### config.mk
export PLATFORM = sky130hd
export DESIGN_NAME = division
export DESIGN_NICKNAME = d
export VERILOG_FILES = /design/src/rtl/division.sv
export SDC_FILE = /design/constraint.sdc
export NUM_CORES = 1
export LEC_CHECK = 0
export CAP_MARGIN = 10
export CORE_MARGIN = 2
export CORE_UTILIZATION = 35
export CTS_CLUSTER_DIAMETER = 120
export DETAILED_ROUTE_END_ITERATION = 7
export DONT_BUFFER_PORTS = 1
export PLACE_DENSITY = 0.6
export SYNTH_ARGS = -nofsm -noshare
export SYNTH_HDL_FRONTEND = slang
export SYNTH_SLANG_ARGS = --single-unit
### constraint.sdc
create_clock -name clk -period 7.7 [get_ports clk]
set_input_delay 2.31 -clock clk [delete_from_list [all_inputs] [get_ports clk]]
set_output_delay 2.31 -clock clk [all_outputs]
set_load 0.02 [all_outputs]
### src/rtl/division.sv
// Sequential signed divider: restoring shift-subtract on magnitudes, one quotient bit per
// enabled clock, with sign fix-up, quotient saturation and divide-by-zero reporting.
module division #(
  parameter int WY = 21,
  parameter int WC = 10,
  parameter int WQ = 11
) (
  input  logic          clk,
  input  logic          rst_n,
  input  logic          ce,
  input  logic [WY-1:0] Y,
  input  logic [WC-1:0] C,
  input  logic          in_valid,
  output logic          in_ready,
  output logic [WQ-1:0] Q,
  output logic [WC-1:0] R,
  output logic          dz,
  output logic          ovf,
  output logic          out_valid,
  input  logic          out_ready
);

  localparam int CW = (WY > 1) ? $clog2(WY) : 1;
  localparam logic [WY-1:0] ONE_Y  = {{(WY-1){1'b0}}, 1'b1};
  localparam logic [WC-1:0] ONE_C  = {{(WC-1){1'b0}}, 1'b1};
  localparam logic [WY-1:0] QLIM   = ONE_Y << (WQ - 1);
  localparam logic [WY-1:0] QPOS   = QLIM - ONE_Y;
  localparam logic [WQ-1:0] QMAX_C = {1'b0, {(WQ-1){1'b1}}};
  localparam logic [WQ-1:0] QMIN_C = {1'b1, {(WQ-1){1'b0}}};

  typedef enum logic [1:0] {
    IDLE = 2'd0,
    CALC = 2'd1,
    DONE = 2'd2
  } state_t;

  state_t        state_r, state_nxt;
  logic [CW-1:0] cnt_r;
  logic [WY-1:0] ysh_r, qmag_r;
  logic [WC-1:0] cmag_r, rem_r;
  logic          qneg_r, rneg_r;

  logic          c_zero_s, last_s;
  logic [WY-1:0] ymag_s, qmag_nxt_s, qsgn_s;
  logic [WC-1:0] cmag_s, rem_nxt_s, r_fin_s;
  logic [WC:0]   trial_s, diff_s;
  logic [WQ-1:0] q_fin_s;
  logic          ovf_fin_s;

  assign in_ready  = (state_r == IDLE);
  assign out_valid = (state_r == DONE);
  assign c_zero_s  = (C == {WC{1'b0}});
  assign last_s    = (cnt_r == {CW{1'b0}});
  // Y magnitude needs no extra bit: -2^(WY-1) maps to unsigned 2^(WY-1).
  assign ymag_s    = Y[WY-1] ? (~Y + ONE_Y) : Y;
  assign cmag_s    = C[WC-1] ? (~C + ONE_C) : C;
  assign trial_s   = {rem_r, ysh_r[WY-1]};
  assign diff_s    = trial_s - {1'b0, cmag_r};

  // One restoring step: partial remainder shifted left with the next dividend bit.
  always_comb begin
    rem_nxt_s  = trial_s[WC-1:0];
    qmag_nxt_s = {qmag_r[WY-2:0], 1'b0};
    if (trial_s >= {1'b0, cmag_r}) begin
      rem_nxt_s  = diff_s[WC-1:0];
      qmag_nxt_s = {qmag_r[WY-2:0], 1'b1};
    end else begin
      rem_nxt_s  = trial_s[WC-1:0];
      qmag_nxt_s = {qmag_r[WY-2:0], 1'b0};
    end
  end

  // Sign application and saturation of the final step's result.
  always_comb begin
    qsgn_s    = qneg_r ? (~qmag_nxt_s + ONE_Y) : qmag_nxt_s;
    r_fin_s   = rneg_r ? (~rem_nxt_s + ONE_C) : rem_nxt_s;
    q_fin_s   = qsgn_s[WQ-1:0];
    ovf_fin_s = 1'b0;
    if (!qneg_r && (qmag_nxt_s > QPOS)) begin
      q_fin_s   = QMAX_C;
      ovf_fin_s = 1'b1;
    end else if (qneg_r && (qmag_nxt_s > QLIM)) begin
      q_fin_s   = QMIN_C;
      ovf_fin_s = 1'b1;
    end else begin
      q_fin_s   = qsgn_s[WQ-1:0];
      ovf_fin_s = 1'b0;
    end
  end

  // Next-state logic.
  always_comb begin
    state_nxt = state_r;
    case (state_r)
      IDLE: begin
        if (in_valid) begin
          state_nxt = c_zero_s ? DONE : CALC;
        end else begin
          state_nxt = IDLE;
        end
      end
      CALC: begin
        if (last_s) begin
          state_nxt = DONE;
        end else begin
          state_nxt = CALC;
        end
      end
      DONE: begin
        if (out_ready) begin
          state_nxt = IDLE;
        end else begin
          state_nxt = DONE;
        end
      end
      default: state_nxt = IDLE;
    endcase
  end

  // State register.
  always_ff @(posedge clk or negedge rst_n) begin
    if (!rst_n) begin
      state_r <= IDLE;
    end else if (ce) begin
      state_r <= state_nxt;
    end
  end

  // Operand capture, iteration datapath and result registers.
  always_ff @(posedge clk or negedge rst_n) begin
    if (!rst_n) begin
      cnt_r  <= {CW{1'b0}};
      ysh_r  <= {WY{1'b0}};
      qmag_r <= {WY{1'b0}};
      cmag_r <= {WC{1'b0}};
      rem_r  <= {WC{1'b0}};
      qneg_r <= 1'b0;
      rneg_r <= 1'b0;
      Q      <= {WQ{1'b0}};
      R      <= {WC{1'b0}};
      dz     <= 1'b0;
      ovf    <= 1'b0;
    end else if (ce) begin
      case (state_r)
        IDLE: begin
          if (in_valid && c_zero_s) begin
            Q   <= {WQ{1'b0}};
            R   <= {WC{1'b0}};
            dz  <= 1'b1;
            ovf <= 1'b0;
          end else if (in_valid) begin
            ysh_r  <= ymag_s;
            cmag_r <= cmag_s;
            rem_r  <= {WC{1'b0}};
            qmag_r <= {WY{1'b0}};
            qneg_r <= Y[WY-1] ^ C[WC-1];
            rneg_r <= Y[WY-1];
            cnt_r  <= CW'(WY - 1);
          end
        end
        CALC: begin
          ysh_r  <= {ysh_r[WY-2:0], 1'b0};
          rem_r  <= rem_nxt_s;
          qmag_r <= qmag_nxt_s;
          if (last_s) begin
            Q   <= q_fin_s;
            R   <= r_fin_s;
            dz  <= 1'b0;
            ovf <= ovf_fin_s;
          end else begin
            cnt_r <= cnt_r - {{(CW-1){1'b0}}, 1'b1};
          end
        end
        default: begin
        end
      endcase
    end
  end

endmodule

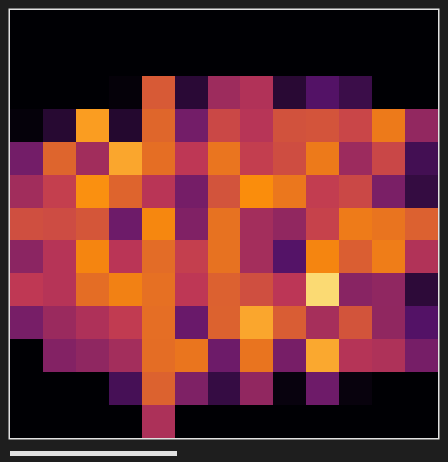
Fig. 1. Placement density heat map.
Bar = 50 um. The die is cut into 13 by 13 equal tiles; black is low, pale yellow is high, 0 to 100% covered.
The emptiest ninth of the die: top left. The mean over all tiles is 34%. 30% of the tiles are nearly empty. 4.1% of the tiles are over 75% full.

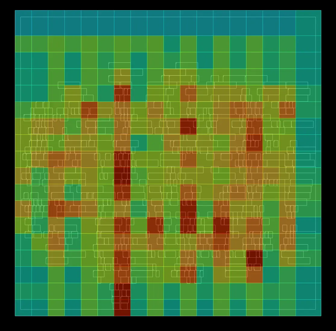
Fig. 2. Congestion heat map.
GRT Max-Usage Layer: met2
fraction of the core area covered by cells at the end of the flow: 38.5%
all-layer global routing usage: 16.1%

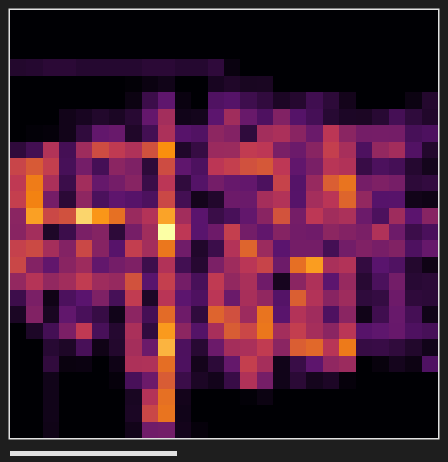
Fig. 3. Wire density map.
Bar = 50 um. The die is cut into 26 by 26 equal tiles; black is low, pale yellow is high, scaled to the fullest tile. Values are wire area over tile area, all layers added.
The emptiest ninth of the die: top left. The mean over all tiles is 0.12. 31% of the tiles are nearly empty. 10% of the tiles are over half the peak.

==> PnR_summary.wiki <==
=== Synthesis and place and route ===
{| class="wikitable"
! Metric !! Value
|-
| Outcome || complete, no violations
|-
| Sequential cell area fraction in the yosys report || 43.3%
|-
| Number of diodes added for antenna fixing || 0
|-
| Post-layout worst setup margin || 3130 ps
|-
| Post-layout instance count excluding filler cells || 759
|-
| Die Y || 128 um
|-
| Total of clock buffers placed in the layout || 10
|-
| Dominant cell type by area after synthesis || dfrtp_1
|-
| EDFF count, synth || 0
|-
| Die width || 128 um
|-
| Internal power || between 0.0015 and 0.002 W
|-
| Hold Worst Slack || around 500 ps
|-
| Peak ir drop on the vdd network || 0.166 mV
|-
| Clock network share of area || 5.04%
|-
| Sequential cell area in the final layout || 0.00233 mm2
|-
| Insertion delay of the later-clocked pin in the worst-skew pair || ~340 ps
|-
| Share of total power in combinational logic || between 50 and 60%
|-
| Non-clock buffer area fraction after layout || less than 1%
|-
| HPWL reported at the end of detailed placement || 9080 um
|-
| Flop Count || 93
|-
| Top power group || combinational logic
|}
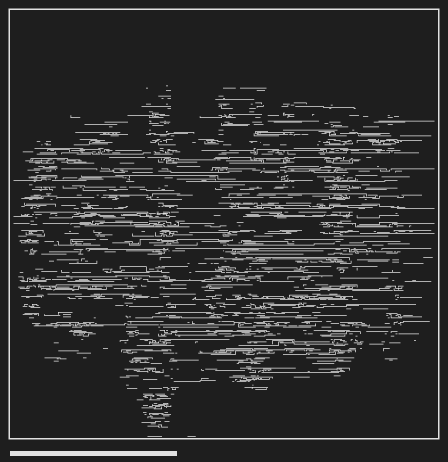
Fig. 4. Met1 routing.
Bar = 50 um.
The layer carries 5860 um of wire. The longest straight run is 52.0 um.

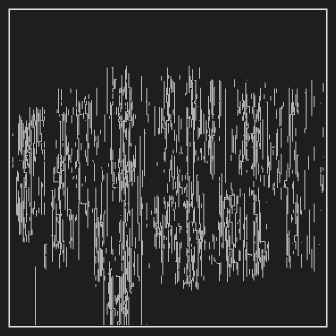
Fig. 5. The metal 2 layer.
492 nets have wire on it. The wires run mostly vertical.

Power is estimated from default activity; no workload was simulated.
